==> config.mk <==
export PLATFORM = sky130hd
export DESIGN_NAME = mux_arbiter_2to1
export DESIGN_NICKNAME = d
export VERILOG_FILES = /design/src/rtl/mux_arbiter_2to1_pkg.sv /design/src/rtl/mux_arbiter_2to1_two_one_mux.sv /design/src/rtl/mux_arbiter_2to1.sv
export SDC_FILE = /design/constraint.sdc
export NUM_CORES = 1
export LEC_CHECK = 0
export CAP_MARGIN = 10
export CORE_AREA = 2 2 39 41
export DETAILED_ROUTE_END_ITERATION = 12
export DIE_AREA = 0 0 41 43
export GPL_TIMING_DRIVEN = 0
export RECOVER_POWER = 50
export REMOVE_ABC_BUFFERS = 1
export SETUP_SLACK_MARGIN = 0.5
export SYNTH_ARGS = -nofsm -noshare
export SYNTH_HDL_FRONTEND = slang
export SYNTH_SLANG_ARGS = --single-unit
==> constraint.sdc <==
create_clock -name clk -period 1.9 [get_ports clk]
set_input_delay 0.19 -clock clk [delete_from_list [all_inputs] [get_ports clk]]
set_output_delay 0.19 -clock clk [all_outputs]
set_load 0.02 [all_outputs]
==> src/rtl/mux_arbiter_2to1_pkg.sv <==
// Shared definitions for the 2:1 mux arbiter.
// Holds the FSM state encodings and the mux-select constants used by the
// arbiter top and by anything that decodes its select line.
package mux_arb_defs;

    typedef enum logic [1:0] {
        IDLE  = 2'b00,
        GNT_A = 2'b01,
        GNT_B = 2'b10
    } arb_state_e;

    localparam logic SEL_A = 1'b0;
    localparam logic SEL_B = 1'b1;

endpackage : mux_arb_defs

==> src/rtl/mux_arbiter_2to1_two_one_mux.sv <==
// two_one_mux: 1-bit 2:1 multiplexer, one slice of the arbiter datapath.
// Ports:
//   a_i   - input selected when sel_i = 0
//   b_i   - input selected when sel_i = 1
//   sel_i - select
//   y_o   - selected output
module two_one_mux (
    input  logic a_i,
    input  logic b_i,
    input  logic sel_i,
    output logic y_o
);

    assign y_o = sel_i ? b_i : a_i;

endmodule : two_one_mux

==> src/rtl/mux_arbiter_2to1.sv <==
// mux_arbiter_2to1: round-robin arbiter sharing one WIDTH-bit 2:1 mux lane
// between requesters A and B, with a bounded hold time under contention and
// a registered, valid-flagged output.
// Ports:
//   clk, rst        - clock, asynchronous active-high reset
//   req_a, req_b    - level requests
//   din_a, din_b    - lane data
//   gnt_a, gnt_b    - registered grants (mutually exclusive)
//   sel             - registered mux select (0 = A, 1 = B)
//   dout            - registered mux output, held while not valid
//   dout_valid      - dout carries data sampled during a grant cycle
module mux_arbiter_2to1
    import mux_arb_defs::*;
#(
    parameter int unsigned WIDTH    = 1,
    parameter int unsigned MAX_HOLD = 4
) (
    input  logic             clk,
    input  logic             rst,
    input  logic             req_a,
    input  logic             req_b,
    input  logic [WIDTH-1:0] din_a,
    input  logic [WIDTH-1:0] din_b,
    output logic             gnt_a,
    output logic             gnt_b,
    output logic             sel,
    output logic [WIDTH-1:0] dout,
    output logic             dout_valid
);

    localparam int unsigned HCW = (MAX_HOLD > 1) ? $clog2(MAX_HOLD) : 1;
    localparam logic [HCW-1:0] HOLD_MAX = HCW'(MAX_HOLD - 1);

    arb_state_e       state_q, state_d;
    logic [HCW-1:0]   hold_cnt_q, hold_cnt_d;
    logic             last_q, last_d;
    logic             sel_q, sel_d;
    logic [WIDTH-1:0] dout_q, dout_d;
    logic             dout_valid_q, dout_valid_d;
    logic [WIDTH-1:0] mux_y;
    logic             granted;

    for (genvar i = 0; i < WIDTH; i++) begin : g_mux
        two_one_mux u_mux (
            .a_i   (din_a[i]),
            .b_i   (din_b[i]),
            .sel_i (sel_q),
            .y_o   (mux_y[i])
        );
    end

    assign granted = (state_q != IDLE);

    always_comb begin
        state_d      = state_q;
        hold_cnt_d   = hold_cnt_q;
        last_d       = last_q;
        sel_d        = sel_q;
        dout_d       = dout_q;
        dout_valid_d = granted;

        unique case (state_q)
            IDLE: begin
                // On a tie the side that did not win last time goes first.
                if (req_a && req_b)
                    state_d = (last_q == SEL_B) ? GNT_A : GNT_B;
                else if (req_a)
                    state_d = GNT_A;
                else if (req_b)
                    state_d = GNT_B;
            end
            GNT_A: begin
                if (!req_a)
                    state_d = req_b ? GNT_B : IDLE;
                else if (req_b && hold_cnt_q == HOLD_MAX)
                    state_d = GNT_B;
            end
            GNT_B: begin
                if (!req_b)
                    state_d = req_a ? GNT_A : IDLE;
                else if (req_a && hold_cnt_q == HOLD_MAX)
                    state_d = GNT_A;
            end
            default: state_d = IDLE;
        endcase

        if (state_d != state_q)
            hold_cnt_d = '0;
        else if (granted && hold_cnt_q != HOLD_MAX)
            hold_cnt_d = hold_cnt_q + HCW'(1);

        if (state_d != state_q && state_d == GNT_A)
            last_d = SEL_A;
        else if (state_d != state_q && state_d == GNT_B)
            last_d = SEL_B;

        // Select follows the next grant; IDLE keeps the previous select.
        if (state_d == GNT_A)
            sel_d = SEL_A;
        else if (state_d == GNT_B)
            sel_d = SEL_B;

        if (granted)
            dout_d = mux_y;
    end

    always_ff @(posedge clk or posedge rst) begin
        if (rst) begin
            state_q      <= IDLE;
            hold_cnt_q   <= '0;
            last_q       <= SEL_B;
            sel_q        <= SEL_A;
            dout_q       <= '0;
            dout_valid_q <= 1'b0;
        end else begin
            state_q      <= state_d;
            hold_cnt_q   <= hold_cnt_d;
            last_q       <= last_d;
            sel_q        <= sel_d;
            dout_q       <= dout_d;
            dout_valid_q <= dout_valid_d;
        end
    end

    assign gnt_a      = (state_q == GNT_A);
    assign gnt_b      = (state_q == GNT_B);
    assign sel        = sel_q;
    assign dout       = dout_q;
    assign dout_valid = dout_valid_q;

endmodule : mux_arbiter_2to1

==> reports/summary.txt, run 1 <==
Status -> finished, final reports clean
DRC -> 0
Drt total wl -> 998 µm
Worst ir drop on vdd -> 0.5349 mV
First-pass GRT wire length -> 1.621 mm
WL/cell -> 12.17 µm
TNS Setup -> 0 ns
Final Cycle Share -> 0.8810
Hold_buf cts -> 0
Unrepaired setup endpoints after global routing -> true
Peak Freq -> 597.4 MHz
Pre-CTS setup slack -> 0.03052 ns
Tool Warnings -> 28
Final Cell Area -> 706.9 µm²
Root buffer cell -> clkbuf_4
P&R area growth vs syn -> 43.77%
MaxCap Viol Count -> 0
Hold Vio Cnt, Final -> 0
Power, Total -> 0.7577 mW
Fa+ha+maj area frac -> 0.07634
CP max-delay cell -> dfrtp_1
Yosys synthesis chip area -> 491.7 µm²
Initial Util -> 0.3553
Netlist cell types -> 26
Post-synth top area cell -> dfrtp_1
Crit end category -> register
Top Consumer -> combinational cells
Worst setup SP type -> register
Syn Inst Count -> 49
Xor+xnor area frac -> 0.01781
Net Switching -> 0.2756 mW
Required time of the critical path -> 2.07 ns
Syn Area/Cell -> 10.04 µm²
Lkg Pwr -> 0.3091 nW
Hold WC Path Type -> in -> async
WP data arrival -> 1.84 ns
Switching share of total power -> 0.3637
Skew final -> 0.01029 ns
Clk ins delay skew pair -> 0.25 ns
MUX share of area -> 0.04326
Top cells excl fill/tap -> nand2_1 (6), dfrtp_1 (6), clkdlybuf4s50_1 (5)
Int Power -> 0.4821 mW
Logic pwr share -> 0.447
CP Max Fanout -> 3
Area fraction in compound gates -> 0.1654
CP most frequent cell -> ha_4
DP HPWL -> 638 µm
Top_reg_cell synth -> dfrtp_1
Drt pass-1 iters -> 1
Worst hold margin -> 0.3101 ns
Flops after synth -> 8
Ant diodes -> 0
I/O Pins -> 11
-- run 1: worst paths after layout --
kind                       slack [ns]     startpoint  cells past startpoint            end
setup / recovery                 0.23  hold_cnt_q[0]                      7         last_q
hold / removal                   0.31            rst                      2  hold_cnt_q[1]
setup reg to reg                 0.23  hold_cnt_q[0]                      7         last_q
hold reg to reg                  0.49           dout                      2           dout
max in group asynchronous        1.30            rst                      2         last_q
min in group clk                 0.49           dout                      2           dout
-- run 1: routing by layer --
| layer | track usage | vias to the layer above | part of all wire |
|---|---|---|---|
| li1 | - | 204 | - |
| met1 | 0.1773 | 175 | 0.45 |
| met2 | 0.2063 | 9 | 0.51 |
| met3 | 0.02094 | 2 | 0.034 |
| met4 | 0.08000 | 0 | 0.0060 |
| met5 | 0 | - | 0 |
-- run 1: final cells by class --
class                           count  area (µm²)
Multi-Input combinational cell     36       317.8
Inverter                            3       11.26
Tap cell                           16       20.02
Clock buffer                        4       26.28
Sequential cell                     8       202.7
Fill cell                         136       676.9
Timing Repair Buffer               15       128.9
-- run 1: critical path: cells and delay by family, from the launching register on --
kind	cells	cell delay, ns
AOI/OAI and AO/OA	3	0.37
muxes	1	0.30
and+or+nand+nor	1	0.13
adders and majority gates	2	0.38
DFF	1	0.41
-- run 1: cells by family after synthesis --
family	Yosys count
adder cells (fa/ha/maj)	3
buffers and inverters	5
AND-OR/OR-AND	11
AND/OR/NAND/NOR	19
XOR/XNOR	1
flip-flops	8
multiplexers	2
-- run 1: what timing repair did --
action,in CTS,in global routing
resized,18,8
setup buffers,5,0
setup endpoints to repair,7,6
pin swaps,7,3
-- run 1: state kept, by name (all words and copies together) (netlist names) --
signal	cells
dout	1
dout_valid	1
hold_cnt_q	2
last_q	1
sel	1
state_q	2
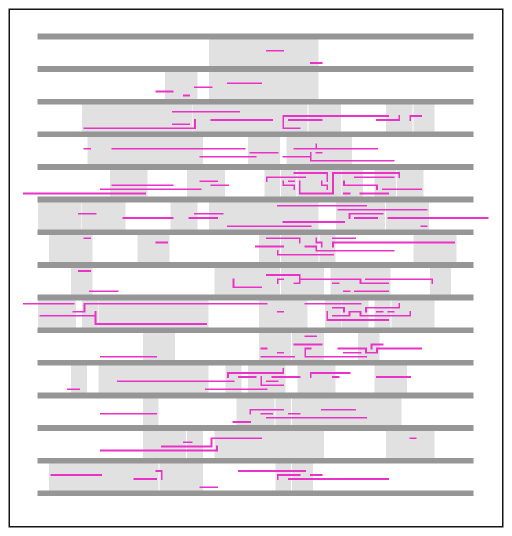
Fig. 1. M1 wires (run 1).
Drawn at 12 px/µm. Supply wires on this layer in gray.
nets with wire on the layer: 65
wire length on this layer: 445 µm
longest straight run: 15.2 µm
main direction: horizontal

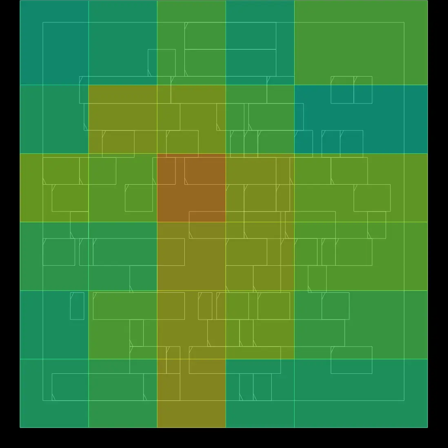
Fig. 2. Congestion heat map (run 1).
busiest layer in global routing: met2
GRT met1 Usage: 0.1773
met3 Track Usage GR: 0.02094
GRT Total Usage: 0.1372

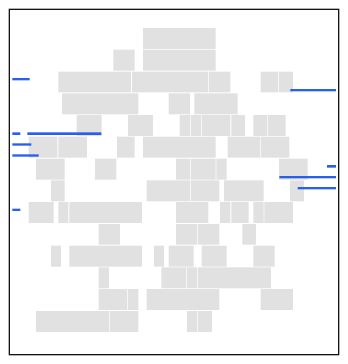
Fig. 3. The metal 3 layer (run 1).
Drawn at 8 px/µm.
main direction: horizontal
share of all routed wire: 3.5%

## Run 2: what changed since run 1
--- a/config.mk
+++ b/config.mk
@@ -7,6 +7,7 @@
 export LEC_CHECK = 0
 export CAP_MARGIN = 10
 export CORE_AREA = 2 2 39 41
+export CTS_CLUSTER_DIAMETER = 60
 export DETAILED_ROUTE_END_ITERATION = 12
 export DIE_AREA = 0 0 41 43
 export GPL_TIMING_DRIVEN = 0
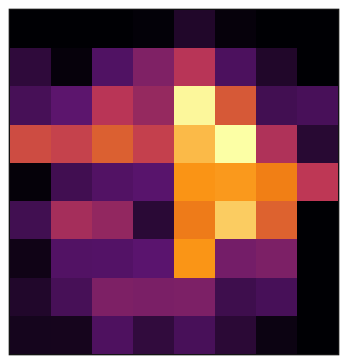
Fig. 4. Routed metal per tile (run 2).
Drawn at 8 px/µm. 8 x 9 tiles, from black (low) to pale yellow (high), scaled to the fullest tile. Values are wire area over tile area, all layers added.
fullest tile: 0.30
mean over tiles: 0.087
nearly empty tiles: 19%
tiles over half the peak: 22%

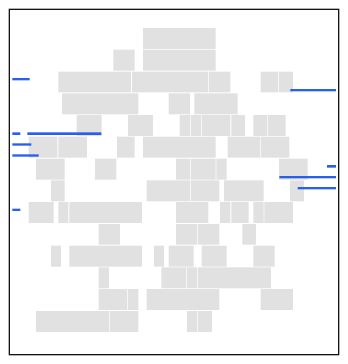
Fig. 5. The metal 3 layer (run 2).
Drawn at 8 px/µm.
longest straight run: 9.00 µm
share of all routed wire: 3.5%
nets with wire on the layer: 9

==> run 2 against run 1 <==
Net effect:
- clock skew stayed put
- clock power barely moved
- synthesized cell count is the same
- register-to-register slack hardly changed
- fmax unchanged
- critical path depth stayed put
- total power did not move
- cell count did not move
- wire length stayed put
- largest cell class unchanged
- largest power group unchanged
==> reports/summary.txt, run 2 <==
Post-CTS setup buffers -> 5 (unchanged)
CP Depth -> 7 (unchanged)
Required time of the critical path -> 2.07 ns (about the same)
Worst setup SP type -> register
Hold WC Path Type -> in -> async
Logic pwr share -> 0.447 (about the same)
Syn Area/Cell -> 10.04 µm² (unchanged)
Yosys Warn Count -> 0
Final Cycle Share -> 0.8810 (unchanged)
Tool Warnings -> 28 (unchanged)
Flops after synth -> 8 (unchanged)
Pins Over Slew Limit -> 0
Power, Total -> 0.7577 mW (unchanged)
Worst Path Buf+Inv -> 0 (unchanged)
Syn Inst Count -> 49 (unchanged)
Clock transition at path regs -> 0.06 ns
Top cells excl fill/tap -> nand2_1 (6), dfrtp_1 (6), clkdlybuf4s50_1 (5)
Netlist cell types -> 26 (unchanged)
TNS Setup -> 0 ns (unchanged)
Worst rel slew slack -> 0.7720
Full die area -> 0.001763 mm²
Skew final -> 0.01029 ns (unchanged)
Unrepaired setup endpoints after global routing -> true
DP HPWL -> 638 µm (unchanged)
Root buffer cell -> clkbuf_4
Die Y -> 43 µm
WL/cell -> 12.17 µm (unchanged)
Fin nets -> 76
P&R area growth vs syn -> 43.77% (unchanged)
Switching share of total power -> 0.3637 (unchanged)
CP max-delay cell -> dfrtp_1
Net Switching -> 0.2756 mW (unchanged)
Hold_buf cts -> 0 (unchanged)
Post-synth top area cell -> dfrtp_1
Worst hold margin -> 0.3101 ns (unchanged)
CTS H-tree depth -> 1
Core area -> 0.001384 mm²
Cells in synth_stat.txt -> 49
# resized after CTS -> 18 (unchanged)
CP Max Fanout -> 3 (unchanged)
Lkg Pwr -> 0.3091 nW (unchanged)
Yosys synthesis chip area -> 491.7 µm² (unchanged)
DRC -> 0 (unchanged)
GRT Total Usage -> 0.1372 (unchanged)
Reg area -> 202.7 µm² (unchanged)
First-pass GRT wire length -> 1.621 mm (unchanged)
Die X -> 41 µm
CTS tree -> built
Synth area leaders -> dfrtp_1 (36%), ha_1 (7.6%), dfstp_2 (5.3%), nand2_1 (5.3%), buf_6 (4.6%)
Top delay family on crit path -> flip-flops
Int Power -> 0.4821 mW (unchanged)
Clock Tree Buf Depth -> 2
Reg2Reg Depth -> 7 (unchanged)
Initial Util -> 0.3553 (unchanged)
Ant diodes -> 0 (unchanged)
Status -> finished, final reports clean
WP data arrival -> 1.84 ns (about the same)
MI comb area -> 317.8 µm² (unchanged)
Clk ins delay skew pair -> 0.25 ns (about the same)
Fillers -> 136 (unchanged)
Crit path kind -> reg -> reg
Number of global-route vias before repair -> 385
Top_reg_cell synth -> dfrtp_1
Worst ir drop on vdd -> 0.5349 mV (unchanged)
Peak Freq -> 597.4 MHz (unchanged)
I/O Pins -> 11 (unchanged)
Drt total wl -> 998 µm (unchanged)
CP most frequent cell -> ha_4
Grt ovf -> 0
MaxCap Viol Count -> 0 (unchanged)
Drt pass-1 iters -> 1 (unchanged)
Hold Vio Cnt, Final -> 0 (unchanged)
Crit end category -> register
Biggest regs -> hold_cnt_q: 2 flops, state_q: 2 flops
## run 2: cell counts in the layout (fill, tap and decap cells not counted)
Identical to the previous run, type by type.
## run 2: power groups by stage
stage,logic (mW),registers [mW],clock network (mW)
finish,0.339,0.284,0.134
global route,0.372,0.292,0.151
CTS,0.315,0.284,0.142
detailed placement,0.285,0.287,0
global placement,0.281,0.286,0
floorplan,0.154,0.310,0
## run 2: metrics by stage
step | area [µm²] | setup WS, ns
detailed placement | 589.3 | 0.03052
global route | 706.9 | 0.1660
finish | 706.9 | 0.2260
floorplan | 469.2 | 0.1746
CTS | 688.2 | 0.2576
global placement | 589.3 | 0.05559
## run 2: cells by family after synthesis
logic type                 synth area share
adders and majority gates           0.07634
muxes                               0.04326
AOI/OAI and AO/OA                    0.1654
xor gates and xnor gates            0.01781
buffers and inverters               0.06870
DFF                                  0.4097
and+or+nand+nor                      0.2188
## run 2: worst paths after layout
| path | slack (ns) | from | endpoint |
|---|---|---|---|
| max | 0.23 | hold_cnt_q[0] | last_q |
| min | 0.31 | rst | hold_cnt_q[1] |
| max reg2reg | 0.23 | hold_cnt_q[0] | last_q |
| min reg2reg | 0.49 | dout | dout |
| max in group asynchronous | 1.30 | rst | last_q |
| min in group clk | 0.49 | dout | dout |
## run 2: area by class of cell
cell class,instances,area share
repair buffers,15,0.1823
inverters,3,0.01593
flip-flops and latches,8,0.2867
multi-input cells,36,0.4496
well taps,16,0.02832
clock buffers,4,0.03717
## run 2: per-layer routing
metal | global-route usage | wire length (µm) | up-vias
met5 | 0 | 0 | -
met4 | 0.08000 | 6 | 0
met3 | 0.02094 | 34 | 2
met2 | 0.2063 | 511 | 9
met1 | 0.1773 | 445 | 175
li1 | - | - | 204
## Run 3: what changed since run 2
--- a/config.mk
+++ b/config.mk
@@ -14,6 +14,7 @@
 export RECOVER_POWER = 50
 export REMOVE_ABC_BUFFERS = 1
 export SETUP_SLACK_MARGIN = 0.5
+export SKIP_CTS_REPAIR_TIMING = 1
 export SYNTH_ARGS = -nofsm -noshare
 export SYNTH_HDL_FRONTEND = slang
 export SYNTH_SLANG_ARGS = --single-unit
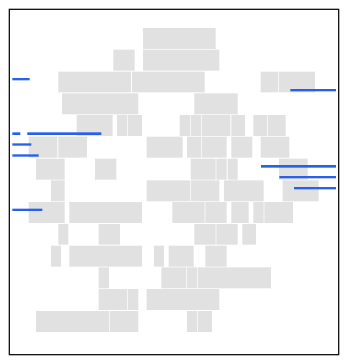
Fig. 6. The metal 3 layer (run 3).
Drawn at 8 px/µm.
main direction: horizontal
wire length on this layer: 46.2 µm
nets with wire on the layer: 9
share of all routed wire: 5.1%
drt total wl: 916 µm
via count: 382

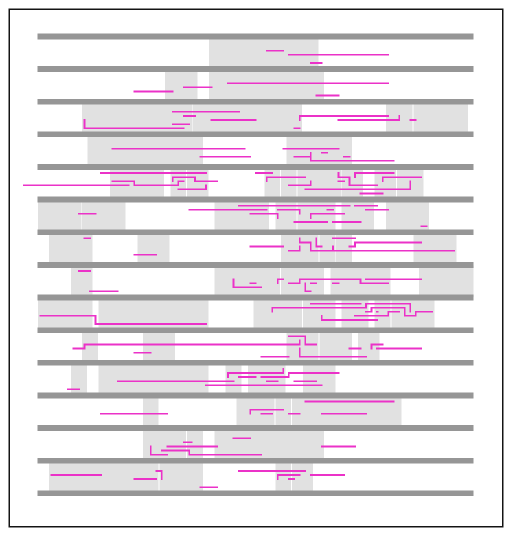
Fig. 7. M1 wires (run 3).
Drawn at 12 px/µm. Supply wires on this layer in gray.
nets with wire on the layer: 61
longest straight run: 17.9 µm
wire length on this layer: 427 µm
share of all routed wire: 47%

==> run 3 against run 2 <==
Net effect:
- critical path depth unchanged
- sequential share of layout area up 0.78 points
- count of clock-buffer cells in the layout unchanged
- clock power about the same
- synthesized cell count unchanged
- cell count down 2.4%
- area after synthesis unchanged
- core utilization down 1.4 points
- combinational power down 9.1%
- critical path type unchanged
- largest power group unchanged
- highest routed layer unchanged
==> reports/summary.txt, run 3 <==
Clock-net power -> 0.134 mW (about the same)
Lkg Pwr -> 0.3398 nW (+9.9%)
MaxCap Viol Count -> 0 (unchanged)
Sequential power -> 0.288 mW (+1%)
Placed Instance Area -> 589.3 µm² (unchanged)
Net Switching -> 0.2565 mW (-6.9%)
Worst ir drop on vdd -> 0.5618 mV (+5.0%)
Int Power -> 0.4745 mW (-1.6%)
Largest net degree at the start of global routing -> 11
Cells in synth_stat.txt -> 49 (unchanged)
Tool Warnings -> 27 (-3.6%)
Worst rel slew slack -> 0.7426 (-0.02939)
Main kind of combinational logic by area -> simple AND/OR/NAND/NOR gates
Required time of the critical path -> 2.01 ns (-0.06 ns)
Clock Tree Buf Depth -> 2 (unchanged)
DP HPWL -> 638 µm (unchanged)
Syn Inst Count -> 49 (unchanged)
Switching share of total power -> 0.3509 (-0.01286)
Peak Freq -> 584.9 MHz (-2.1%)
Flops after synth -> 8 (unchanged)
Full die area -> 0.001763 mm² (unchanged)
Drt pass-1 iters -> 2 (+1)
Skew final -> 0.009569 ns (-0.0007203 ns)
Crit path kind -> reg -> reg
Top Consumer -> combinational cells
Clock transition at path regs -> 0.06 ns (about the same)
Yosys synthesis chip area -> 491.7 µm² (unchanged)
Status -> finished, final reports clean
Hold WC Path Type -> in -> async
MUX share of area -> 0.04326 (unchanged)
Synth area leaders -> dfrtp_1 (36%), ha_1 (7.6%), dfstp_2 (5.3%), nand2_1 (5.3%), buf_6 (4.6%)
Xor+xnor area frac -> 0.01781 (unchanged)
Final Cell Area -> 688.2 µm² (-2.7%)
GRT Total Usage -> 0.1220 (-0.01524)
MI comb area -> 295.3 µm² (-7.1%)
Initial Util -> 0.3553 (unchanged)
Grt ovf -> 0 (unchanged)
Worst Path Buf+Inv -> 0 (unchanged)
I/O Pins -> 11 (unchanged)
Core area -> 0.001384 mm² (unchanged)
Root buffer cell -> clkbuf_4
Simple Share, Synth -> 0.2188 (unchanged)
TNS Setup -> 0 ns (unchanged)
Netlist cell types -> 26 (unchanged)
Crit end category -> register
Worst setup SP type -> register
Pins Over Slew Limit -> 0 (unchanged)
Yosys Warn Count -> 0 (unchanged)
Syn Area/Cell -> 10.04 µm² (unchanged)
Post-synth top area cell -> dfrtp_1
Number of global-route vias before repair -> 350 (-9.1%)
WP data arrival -> 1.82 ns (-0.02 ns)
P&R area growth vs syn -> 39.95%
DRC -> 0 (unchanged)
Clk ins delay skew pair -> 0.25 ns (about the same)
CTS tree -> built
Area fraction in compound gates -> 0.1654 (unchanged)
Flop pwr share -> 0.394
Cell Pwr Density -> 1062 mW/mm²
Fa+ha+maj area frac -> 0.07634 (unchanged)
Top delay family on crit path -> simple AND/OR/NAND/NOR gates
CTS H-tree depth -> 1 (unchanged)
CP most frequent cell -> nand2_1
Worst hold margin -> 0.3111 ns (+0.001036 ns)
Logic pwr share -> 0.422 (-0.025)
CP Max Fanout -> 9 (+6)
First-pass GRT wire length -> 1.449 mm (-11%)
Biggest regs -> hold_cnt_q: 2 flops, state_q: 2 flops
Hold Vio Cnt, Final -> 0 (unchanged)
Combinational power -> 0.308 mW (-9.1%)
Fillers -> 130 (-4.4%)
Worst R2R Setup Slack -> 0.19 ns (-0.04 ns)
Reg area -> 202.7 µm² (unchanged)
Die Y -> 43 µm (unchanged)
Final Cycle Share -> 0.8998 (+0.01877)
WL/cell -> 11.45 µm (-5.9%)
Top_reg_cell synth -> dfrtp_1
Post-synth ARST share -> 1.000
[run 3: routing by layer]
layer / wire length (µm) / GRT usage / vias up
li1: - / - / 198
met1: 426 / 0.1672 / 173
met2: 436 / 0.1688 / 9
met3: 46 / 0.02094 / 2
met4: 6 / 0.08000 / 0
met5: 0 / 0 / -
[run 3: logic make-up (layout without fill, tap and decap cells)]
group	count (synthesis)	count (layout)
XOR/XNOR	1	1
buffers and inverters	5	20
flip-flops	8	8
adder cells (fa/ha/maj)	3	3
AND/OR/NAND/NOR	19	19
AND-OR/OR-AND	11	11
multiplexers	2	2
[run 3: path summary, 6_finish.rpt]
kind	start	end	cells after the start
worst min register to register	dout	dout	2
max in group asynchronous	rst	last_q	2
worst max-delay path	state_q[0]	sel	7
worst max register to register	state_q[0]	sel	7
min in group clk	dout	dout	2
worst min-delay path	rst	hold_cnt_q[1]	2
[run 3: layout make-up]
type | count | share of cell area
sequential | 8 | 0.2945
multi-input combinational | 36 | 0.4291
timing repair buffer | 13 | 0.1927
inverter | 3 | 0.01636
tap | 16 | 0.02909
clock buffer | 4 | 0.03818
[run 3: worst register-to-register path, cell delays in order, from the launching register on]
cell,delay [ns]
dfrtp_1,0.51
nor2_4,0.24
a22o_1,0.15
nand2_1,0.06
and3_2,0.26
ha_4,0.24
nand2_1,0.05
o21ai_0,0.08
[run 3: stage by stage]
step | instances | power, mW | setup WS (ns)
after floorplan | 47 | 0.4639 | 0.1746
after global placement | 73 | 0.5673 | 0.05559
after detailed placement | 73 | 0.5719 | 0.03052
after CTS | 77 | 0.7150 | -0.005602
after global routing | 80 | 0.7906 | 0.09189
final | 80 | 0.7310 | 0.1904
Power and IR drop assume default switching activity.
